==> run_1/clock_map.png <==
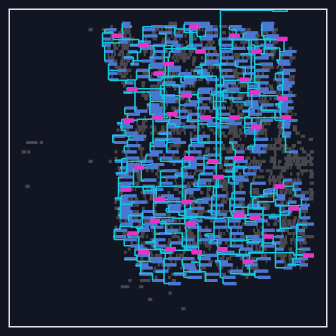
==> run_1/metal_stack.png <==
Scale bar: 100 um. Two of the layers only.
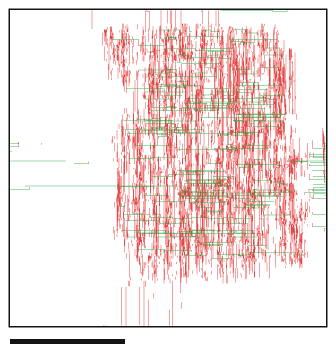
==> run_1/pdn.png <==
Scale bar: 100 um. Pins as bars on the die edge.
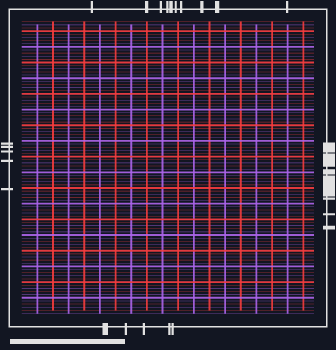
`src/rtl/step_sequencer.sv`:
```
// step_sequencer: programmable 16-step pattern sequencer for the tonal voices.
// It drives note numbers and gates for two square channels and the triangle
// channel. It also produces a free-running note clock for the effects logic.
// Optional feature macro: SEQ_SWING_EN. When defined, even steps are long
// (T + T/4) and odd steps are short (T - T/4).
module step_sequencer #(
    parameter int TICKS_PER_STEP = 6000000,
    parameter int NOTE_CLK_DIV   = 318750
) (
    input  logic        i_clk,
    input  logic        i_rst,
    input  logic        i_run,
    input  logic [3:0]  i_loop_len,
    input  logic        i_wr_en,
    input  logic [3:0]  i_wr_addr,
    input  logic [20:0] i_wr_data,
    output logic [5:0]  o_note_sq1,
    output logic [5:0]  o_note_sq2,
    output logic [5:0]  o_note_tri,
    output logic        o_en_sq1,
    output logic        o_en_sq2,
    output logic        o_en_tri,
    output logic [3:0]  o_step_idx,
    output logic        o_step_pulse,
    output logic        o_note_clk
);

`ifdef SEQ_SWING_EN
    localparam int TICK_MAX_LEN = TICKS_PER_STEP + TICKS_PER_STEP / 4;
`else
    localparam int TICK_MAX_LEN = TICKS_PER_STEP;
`endif
    localparam int TICK_W = $clog2(TICK_MAX_LEN);
    localparam int NC_W   = (NOTE_CLK_DIV > 1) ? $clog2(NOTE_CLK_DIV) : 1;
    localparam logic [NC_W-1:0] NC_LAST = NC_W'(NOTE_CLK_DIV - 1);

    typedef enum logic {
        S_IDLE,
        S_PLAY
    } state_t;

    state_t            r_state;
    state_t            w_state_next;
    logic [20:0]       r_mem [16];
    logic [TICK_W-1:0] r_tick;
    logic [TICK_W-1:0] w_step_last;
    logic [3:0]        r_step_idx;
    logic [3:0]        w_next_idx;
    logic              w_load;
    logic              w_stop;
    logic [20:0]       w_word;
    logic [5:0]        r_note_sq1;
    logic [5:0]        r_note_sq2;
    logic [5:0]        r_note_tri;
    logic [2:0]        r_gates;
    logic              r_step_pulse;
    logic [NC_W-1:0]   r_nc_cnt;
    logic              r_note_clk;

    // Last tick index of the current step; swing makes it depend on step parity.
`ifdef SEQ_SWING_EN
    localparam logic [TICK_W-1:0] LAST_EVEN = TICK_W'(TICKS_PER_STEP + TICKS_PER_STEP / 4 - 1);
    localparam logic [TICK_W-1:0] LAST_ODD  = TICK_W'(TICKS_PER_STEP - TICKS_PER_STEP / 4 - 1);
    assign w_step_last = r_step_idx[0] ? LAST_ODD : LAST_EVEN;
`else
    localparam logic [TICK_W-1:0] LAST_FIXED = TICK_W'(TICKS_PER_STEP - 1);
    assign w_step_last = LAST_FIXED;
`endif

    // Step word to load. A write to the index being loaded on the same edge passes straight through.
    assign w_word = (i_wr_en && (i_wr_addr == w_next_idx)) ? i_wr_data : r_mem[w_next_idx];

    // Step memory: cleared by reset, and a write that coincides with reset is dropped.
    always_ff @(posedge i_clk) begin
        if (i_rst) begin
            for (int i = 0; i < 16; i++) begin
                r_mem[i] <= '0;
            end
        end else if (i_wr_en) begin
            r_mem[i_wr_addr] <= i_wr_data;
        end
    end

    // Play/idle state register.
    always_ff @(posedge i_clk) begin
        if (i_rst) begin
            r_state <= S_IDLE;
        end else begin
            r_state <= w_state_next;
        end
    end

    // Next state plus the load/stop decisions. Stopping wins over a step advance on the same edge.
    always_comb begin
        w_state_next = r_state;
        w_load       = 1'b0;
        w_stop       = 1'b0;
        w_next_idx   = r_step_idx;
        case (r_state)
            S_IDLE: begin
                if (i_run) begin
                    w_state_next = S_PLAY;
                    w_load       = 1'b1;
                    w_next_idx   = 4'd0;
                end
            end
            S_PLAY: begin
                if (!i_run) begin
                    w_state_next = S_IDLE;
                    w_stop       = 1'b1;
                end else if (r_tick == w_step_last) begin
                    w_load     = 1'b1;
                    w_next_idx = (r_step_idx >= i_loop_len) ? 4'd0 : r_step_idx + 4'd1;
                end
            end
            default: begin
                w_state_next = S_IDLE;
            end
        endcase
    end

    // Step datapath: tick counter, step index, and note/gate outputs. A zero note field holds the previous note.
    always_ff @(posedge i_clk) begin
        if (i_rst) begin
            r_tick       <= '0;
            r_step_idx   <= 4'd0;
            r_note_sq1   <= 6'd0;
            r_note_sq2   <= 6'd0;
            r_note_tri   <= 6'd0;
            r_gates      <= 3'b000;
            r_step_pulse <= 1'b0;
        end else begin
            r_step_pulse <= w_load;
            if (w_load) begin
                r_tick     <= '0;
                r_step_idx <= w_next_idx;
                if (w_word[20:15] != 6'd0) begin
                    r_note_sq1 <= w_word[20:15];
                end
                if (w_word[14:9] != 6'd0) begin
                    r_note_sq2 <= w_word[14:9];
                end
                if (w_word[8:3] != 6'd0) begin
                    r_note_tri <= w_word[8:3];
                end
                r_gates <= w_word[2:0];
            end else if (w_stop) begin
                r_tick     <= '0;
                r_step_idx <= 4'd0;
                r_gates    <= 3'b000;
            end else if (r_state == S_PLAY) begin
                r_tick <= r_tick + TICK_W'(1);
            end
        end
    end

    // Free-running note clock. It toggles every NOTE_CLK_DIV cycles regardless of play state.
    always_ff @(posedge i_clk) begin
        if (i_rst) begin
            r_nc_cnt   <= '0;
            r_note_clk <= 1'b0;
        end else if (r_nc_cnt == NC_LAST) begin
            r_nc_cnt   <= '0;
            r_note_clk <= ~r_note_clk;
        end else begin
            r_nc_cnt <= r_nc_cnt + NC_W'(1);
        end
    end

    assign o_note_sq1   = r_note_sq1;
    assign o_note_sq2   = r_note_sq2;
    assign o_note_tri   = r_note_tri;
    assign o_en_sq1     = r_gates[2];
    assign o_en_sq2     = r_gates[1];
    assign o_en_tri     = r_gates[0];
    assign o_step_idx   = r_step_idx;
    assign o_step_pulse = r_step_pulse;
    assign o_note_clk   = r_note_clk;

endmodule

```
`config.mk`:
```
export PLATFORM = sky130hd
export DESIGN_NAME = step_sequencer
export DESIGN_NICKNAME = d
export VERILOG_FILES = /design/src/rtl/step_sequencer.sv
export SDC_FILE = /design/constraint.sdc
export NUM_CORES = 1
export LEC_CHECK = 0
export CORE_MARGIN = 10
export CORE_UTILIZATION = 30
export DETAILED_ROUTE_END_ITERATION = 6
export SLEW_MARGIN = 20
export SYNTH_ARGS = -nofsm -noshare
export SYNTH_HDL_FRONTEND = slang
export SYNTH_SLANG_ARGS = --single-unit
export TNS_END_PERCENT = 20
```
`constraint.sdc`:
```
create_clock -name i_clk -period 9.8 [get_ports i_clk]
set_input_delay 0.98 -clock i_clk [delete_from_list [all_inputs] [get_ports i_clk]]
set_output_delay 0.98 -clock i_clk [all_outputs]
set_load 0.005 [all_outputs]
```
==> flow_summary_export.csv, run 1 <==
group,metric,value,unit
sta,hold_viol,0,
place,portBuffers,59,
critical_path,worst_ep_arrival_time,5.93,ns
critical_path,reg2reg_slack,4.64,ns
layout,seq_share,51.7,%
synth,synth-simple-area-share,22.5,%
clock_tree,cts_made_buffers,43,
synth,synth.distinct_cells,69,
floorplanning,die_x,274,um
clock_tree,cts_buffer_depth,3,
layout,logic_area,0.00733,mm^2
layout,insertedDiodeCount,0,
power_and_ir_drop,power_density,171,mW/mm^2
synth,most_common_cell,"edfxtp_1",
place,dp_slack,3.62,ns
routing,drtAntennaViolNets,0,
routing,dr_wl_met3,4960,um
global_routing,first_global_vias,13900,
layout,dominant_cells,"flip-flops and latches",
synth,mux_share,3.03,%
synth,syn_area,0.0194,mm^2
routing,top_layer,"met5",
clock_tree,clk_pin_slew,0.06,ns
layout,nClkBuffers,60,
clock_tree,cts_tree,"built",
synth,synth-seq-cells,406,
critical_path,ff2ff_path_depth,14,
global_routing,grt_pass1_wl,87000,um
critical_path,slowest_stage,"buf_4",
floorplanning,io_pins,60,
power_and_ir_drop,net-switching-power,0.000860,W
critical_path,crit_start,"i_loop_len[0]",
synth,logic_family,"simple AND/OR/NAND/NOR gates",
synth,syn_inst,1775,
sta,tns,0,ns
synth,edf_count,336,
critical_path,r2r_end,"o_note_tri[2]$_SDFFE_PP0P_",
synth,yosysSeqAreaShare,59.4,%
layout,lay_top_cells,"336 x edfxtp_1, 239 x nand2_1, 214 x and2_1",
synth,synth_chip_area,0.0194,mm^2
sta,holdWs,0.479,ns
sta,rsz0062_at_grt,"false",
layout,final_cell_area,0.0222,mm^2
layout,comb_share,33.0,%
floorplanning,chipArea,0.0751,mm^2
place,dp_cells,2585,
global_routing,grt.total_usage,14.9,%
min_path,min_from,"r_gates[1]$_SDFFE_PP0P_",
layout,nFillCells,6293,
critical_path,endpoint_kind,"register",
power_and_ir_drop,peakVddDrop,117,uV
synth,top_area_cell,"edfxtp_1",
power_and_ir_drop,p_comb,0.000228,W
synth,synthFlopType,"edfxtp_1",
layout,reg_top3,"r_mem: 336 flops, r_tick: 23 flops, r_nc_cnt: 19 flops",
routing,wl_per_cell,21.4,um
synth,synthTopCellsByCount,"336 x edfxtp_1, 241 x nand2_1, 214 x and2_1, 110 x nor3_1, 95 x clkbuf_1",
flow_run,max_cap_viol_count,0,
place,place.gp.congestion,0.858,
routing,first_pass_iters,5,
sta,setup_violations,0,
routing,vias_per_cell,5.34,
global_routing,antenna_found_initial,2,
power_and_ir_drop,p_comb_share,6.0,%
power_and_ir_drop,clock_power_share,41.8,%
power_and_ir_drop,p_clk,0.00159,W
place,dpl.hpwl,35500,um
flow_run,warnings,27,
sta,worstMarginPinSlew,1.11,ns
synth,ys_cells,1775,
sta,period_needed,5.44,ns
clock_tree,cts_sinks,406,
synth,yosys.area_share.adder,0.517,%
status,outcome,"finished clean",
routing,initialDrtViolationCount,1618,
floorplanning,fp_util,30.2,%
synth,top_area_share,52.1,%
critical_path,setup.worst_path.end,"o_note_tri[2]$_SDFFE_PP0P_",
critical_path,crit_family,"AND-OR/OR-AND gates",
power_and_ir_drop,powerSeq,0.00199,W
layout,final_nets,1817,
sta,slew_headroom,26.1,%
global_routing,grt_remaining_overflow,0,
global_routing,gr-max-usage-layer,"met2",
min_path,hold_depth,1,
global_routing,met1_usage,19.7,%
min_path,hp-class,"register to register",
routing,num_vias,14200,
-- clock_map.png (at the start) --
Blue marks flip-flops, count 406. Magenta marks cells driving clock nets, count 43. Cyan marks clock wires, length 5170 um.
There are 44 routed clock nets.

-- metal_stack.png (at the start) --
Green marks met3, wire length 4960 um. Red marks met2, wire length 26.4 mm.

-- pdn.png (at the start) --
Red marks VDD. Purple marks VSS.
94 met1 rails follow the rows. 18 straps on met4.

--- run 2 (diff from run 1) ---
==> constraint.sdc (replaced) <==
create_clock -name i_clk -period 5.3 [get_ports i_clk]
set_input_delay 0.53 -clock i_clk [delete_from_list [all_inputs] [get_ports i_clk]]
set_output_delay 0.53 -clock i_clk [all_outputs]
set_load 0.005 [all_outputs]
==> run_2/metal_stack.png <==
Scale bar: 100 um. Two of the layers only.
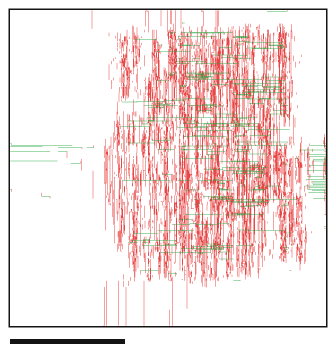
Red marks met2, wire length 26.7 mm. Green marks met3, wire length 3950 um.

==> run_2/clock_map.png <==
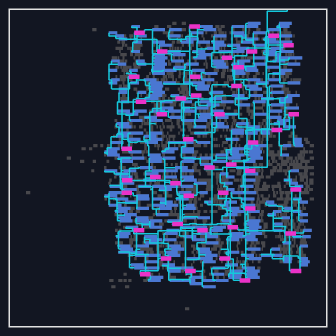
Magenta marks cells driving clock nets, count 43. Cyan marks clock wires, length 5090 um. Blue marks flip-flops, count 406.
There are 44 routed clock nets.

==> run_2/pdn.png <==
Scale bar: 100 um. Pins as bars on the die edge.
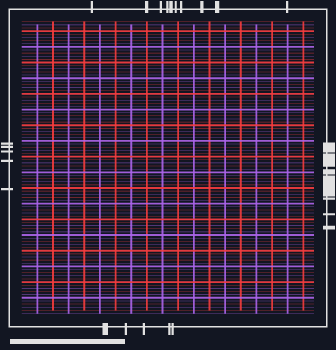
Purple marks VSS. Red marks VDD.
94 met1 rails follow the rows. 18 straps on met4.

==> flow_summary_export.csv, run 2 <==
group,metric,value,unit
status,outcome,"finished clean",
min_path,hold_depth,2,
clock_tree,clk_pin_slew,0.06,ns
sta,holdWs,0.494,ns
synth,edf_count,336,
place,portBuffers,59,
power_and_ir_drop,power_density,311,mW/mm^2
synth,top_area_share,52.1,%
routing,first_pass_iters,7,
layout,nClkBuffers,52,
clock_tree,cts_buffer_depth,3,
synth,synthTopCellsByCount,"336 x edfxtp_1, 241 x nand2_1, 214 x and2_1, 110 x nor3_1, 95 x clkbuf_1",
synth,syn_inst,1775,
critical_path,endpoint_kind,"register",
synth,synthFlopType,"edfxtp_1",
critical_path,r2r_end,"o_note_sq2[2]$_SDFFE_PP0P_",
flow_run,max_cap_viol_count,0,
synth,synth-seq-cells,406,
global_routing,gr-max-usage-layer,"met2",
power_and_ir_drop,clock_power_share,41.0,%
routing,vias_per_cell,5.33,
routing,dr_wl_met3,3950,um
synth,mux_share,3.03,%
global_routing,grt_pass1_wl,85200,um
sta,setup_violations,0,
layout,comb_share,32.5,%
layout,reg_top3,"r_mem: 336 flops, r_tick: 23 flops, r_nc_cnt: 19 flops",
floorplanning,fp_util,30.2,%
clock_tree,cts_made_buffers,43,
power_and_ir_drop,p_comb_share,6.0,%
floorplanning,chipArea,0.0751,mm^2
layout,final_cell_area,0.0223,mm^2
critical_path,setup.worst_path.end,"o_note_sq2[2]$_SDFFE_PP0P_",
place,place.gp.congestion,0.856,
synth,logic_family,"simple AND/OR/NAND/NOR gates",
power_and_ir_drop,peakVddDrop,184,uV
layout,insertedDiodeCount,0,
critical_path,crit_start,"r_tick[0]$_SDFFE_PP0P_",
synth,yosysSeqAreaShare,59.4,%
layout,logic_area,0.00725,mm^2
layout,dominant_cells,"flip-flops and latches",
sta,slew_headroom,27.9,%
synth,synth-simple-area-share,22.5,%
sta,rsz0062_at_grt,"false",
synth,synth_chip_area,0.0194,mm^2
global_routing,antenna_found_initial,5,
layout,final_nets,1834,
sta,tns,0,ns
sta,period_needed,4.69,ns
synth,synth.distinct_cells,69,
power_and_ir_drop,p_comb,0.000418,W
layout,lay_top_cells,"336 x edfxtp_1, 239 x nand2_1, 214 x and2_1",
routing,initialDrtViolationCount,1167,
critical_path,crit_family,"AND-OR/OR-AND gates",
place,dpl.hpwl,37100,um
global_routing,first_global_vias,13800,
clock_tree,cts_sinks,406,
floorplanning,io_pins,60,
critical_path,worst_ep_arrival_time,5.17,ns
routing,num_vias,14300,
layout,nFillCells,6281,
global_routing,met1_usage,19.3,%
--- run 3 (diff from run 2) ---
--- a/config.mk
+++ b/config.mk
@@ -5,6 +5,7 @@
 export SDC_FILE = /design/constraint.sdc
 export NUM_CORES = 1
 export LEC_CHECK = 0
+export ABC_CLOCK_PERIOD_IN_PS = 5300
 export CORE_MARGIN = 10
 export CORE_UTILIZATION = 30
 export DETAILED_ROUTE_END_ITERATION = 6
==> run_3/final_clocks.png <==
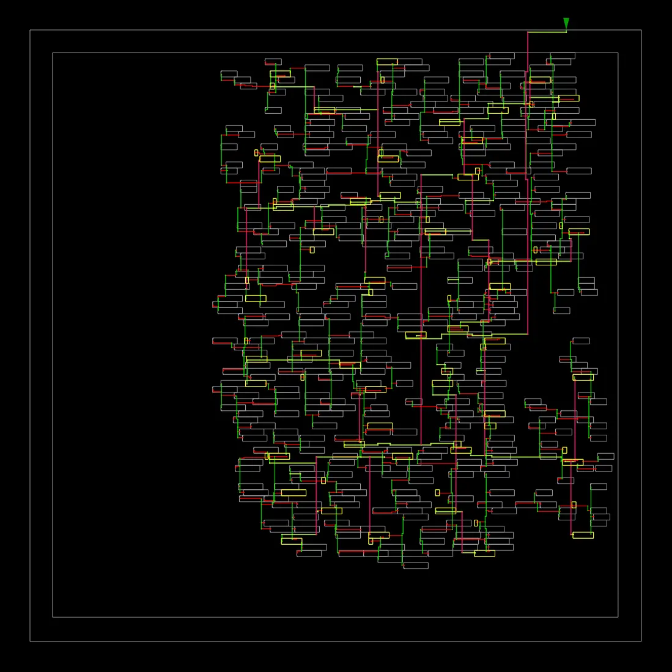
P_clk: 0.00284 W
CTS Buf Count: 43
clock buf count: 52
Final Skew: 0.0110 ns
Seq cells: 406

==> run_3/clock_map.png <==
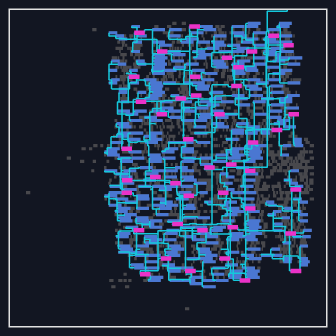
Cyan marks clock wires, length 5090 um. Blue marks flip-flops, count 406. Magenta marks cells driving clock nets, count 43.
There are 44 routed clock nets.

==> run_3/metal_stack.png <==
Scale bar: 100 um. Two of the layers only.
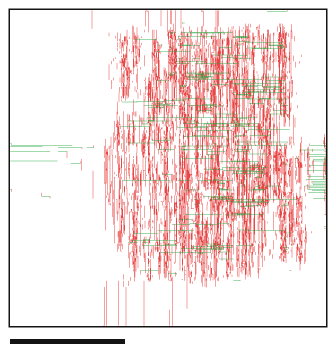
Green marks met3, wire length 3950 um. Red marks met2, wire length 26.7 mm.

==> flow_summary_export.csv, run 3 <==
group,metric,value,unit
clock_tree,root_buffer,"clkbuf_16",
synth,synth-xor-area-share,1.63,%
status,outcome,"finished clean",
floorplanning,fp-row-count,93,
synth,synthFlopType,"edfxtp_1",
floorplanning,chipArea,0.0751,mm^2
floorplanning,io_pins,60,
layout,lay_top_cells,"336 x edfxtp_1, 239 x nand2_1, 214 x and2_1",
critical_path,setup.worst_path.end,"o_note_sq2[2]$_SDFFE_PP0P_",
layout,seq_share,51.6,%
critical_path,endpoint_kind,"register",
min_path,min_from,"r_nc_cnt[12]$_SDFF_PP0_",
power_and_ir_drop,clock_power_share,41.0,%
critical_path,ff2ff_path_depth,13,
layout,logic_gates,1205,
routing,initialDrtViolationCount,1167,
layout,largest_register,"r_mem",
synth,logic_family,"simple AND/OR/NAND/NOR gates",
power_and_ir_drop,net-switching-power,0.00158,W
flow_run,max_cap_viol_count,0,
routing,wl_per_cell,21.0,um
place,portBuffers,59,
synth,yosysWarnings,0,
routing,wl_met2,26700,um
clock_tree,cts_resized,0,
power_and_ir_drop,powerSeq,0.00367,W
sta,hold_viol,0,
routing,num_vias,14300,
synth,synthTopCellsByCount,"336 x edfxtp_1, 241 x nand2_1, 214 x and2_1, 110 x nor3_1, 95 x clkbuf_1",
sta,slew_violations,0,
min_path,min_to,"r_nc_cnt[12]$_SDFF_PP0_",
synth,synth.avg_cell_area,10.9,um^2
floorplanning,die_h,274,um
min_path,hp-class,"register to register",
synth,yosysSeqAreaShare,59.4,%
routing,first_pass_iters,7,
global_routing,first_global_vias,13800,
place,place.gp.congestion,0.856,
synth,synthAoiAreaFrac,9.29,%
sta,holdWs,0.494,ns
synth,synth_nets,1816,
place,post_dp_cell_area,0.0210,mm^2
floorplanning,die_x,274,um
power_and_ir_drop,power,0.00693,W
critical_path,start_kind,"register",
routing,vias_per_cell,5.33,
flow_run,warnings,27,
critical_path,reg2reg_from,"r_tick[0]$_SDFFE_PP0P_",
clock_tree,post_cts_buffers,0,
synth,ys_cells,1775,
global_routing,met3_usage,2.05,%
critical_path,worst-path-buf-inv,2,
sta,tns,0,ns
critical_path,crit_type,"register to register",
clock_tree,cts_hold_buf,0,
power_and_ir_drop,power_leader,"sequential cells",
min_path,hold_depth,2,
synth,yosys.area_share.adder,0.517,%
sta,slew_headroom,27.9,%
routing,drtAntennaViolNets,0,
sta,worst_slack,0.607,ns
power_and_ir_drop,power_switching_share,22.8,%
global_routing,gr-max-usage-layer,"met2",
power_and_ir_drop,power_density,311,mW/mm^2
clock_tree,cts_sinks,406,
synth,top_cells_by_area,"edfxtp_1 52%, dfxtp_1 7.2%, and2_1 6.9%",
layout,logic_area,0.00725,mm^2
synth,synth.distinct_cells,69,
synth,most_common_cell,"edfxtp_1",
critical_path,slowest_stage,"a2111oi_0",
layout,final_nets,1834,
layout,regArea,0.0115,mm^2
place,dp_slack,0.371,ns
layout,stdcell_count,2678,
critical_path,path_depth,13,
layout,reg_top3,"r_mem: 336 flops, r_tick: 23 flops, r_nc_cnt: 19 flops",
clock_tree,cts_buffer_depth,3,
layout,dominant_cells,"flip-flops and latches",
critical_path,crit_start,"r_tick[0]$_SDFFE_PP0P_",
power_and_ir_drop,p_comb_share,6.0,%
layout,signal_buffer_area_fraction,5.01,%
layout,utilization,34.8,%
layout,nFillCells,6281,
synth,syn_area,0.0194,mm^2
layout,lay_top_count,"edfxtp_1",
layout,insertedDiodeCount,0,
sta,worstMarginPinSlew,1.08,ns
power_and_ir_drop,peakVddDrop,184,uV
critical_path,worst_ep_arrival_time,5.17,ns
global_routing,grt_pass1_wl,85200,um
sta,rsz0062_at_grt,"false",
floorplanning,coreArea,0.0641,mm^2
synth,async_flop_share,0,%
place,dp_cells,2603,
synth,synth-simple-area-share,22.5,%
layout,clock_area_share,5.78,%
global_routing,grt_remaining_overflow,0,
critical_path,reg2reg_slack,0.61,ns
global_routing,grt.total_usage,14.5,%
synth,synth_chip_area,0.0194,mm^2
critical_path,path_max_fanout,32,
clock_tree,clk_pin_slew,0.06,ns
critical_path,crit_chain,"ha_1 -> nor4bb_1 -> nand3_1 -> o21ai_0 -> buf_4 -> nand2_2 -> buf_12 -> a311oi_1 -> a2111oi_0 -> a2111oi_0 -> and4_1 -> a211oi_1 -> nor3_1",
layout,largest_reg_flops,336,
global_routing,antenna_found_initial,5,
floorplanning,fp_util,30.2,%
clock_tree,cts_tree,"built",
synth,synth-seq-cells,406,
layout,comb_share,32.5,%
clock_tree,clk_latency,0.56,ns
layout,n_all_inverters,19,
power_and_ir_drop,seqPwrFrac,53.0,%
synth,top_area_share,52.1,%
power_and_ir_drop,internal_power,0.00535,W
routing,top_layer,"met5",
routing,drt-total-wl,56300,um
layout,final_cell_area,0.0223,mm^2
critical_path,cp_common_cell,"a2111oi_0",
sta,period_needed,4.69,ns
routing,wl_met1,24100,um
synth,syn_inst,1775,
sta,max_freq,0.213,GHz
synth,edf_count,336,
synth,mux_share,3.03,%
global_routing,met1_usage,19.3,%
critical_path,r2r_end,"o_note_sq2[2]$_SDFFE_PP0P_",
clock_tree,ctsHtreeMaxLevel,2,
synth,top_area_cell,"edfxtp_1",
place,dpl.hpwl,37100,um
layout,nonClockBufferCount,118,
sta,setup_violations,0,
critical_path,crit_family,"AND-OR/OR-AND gates",
routing,dr_wl_met3,3950,um
power_and_ir_drop,p_comb,0.000418,W
Power figures rest on the tool's default switching activity, not on a simulated workload.
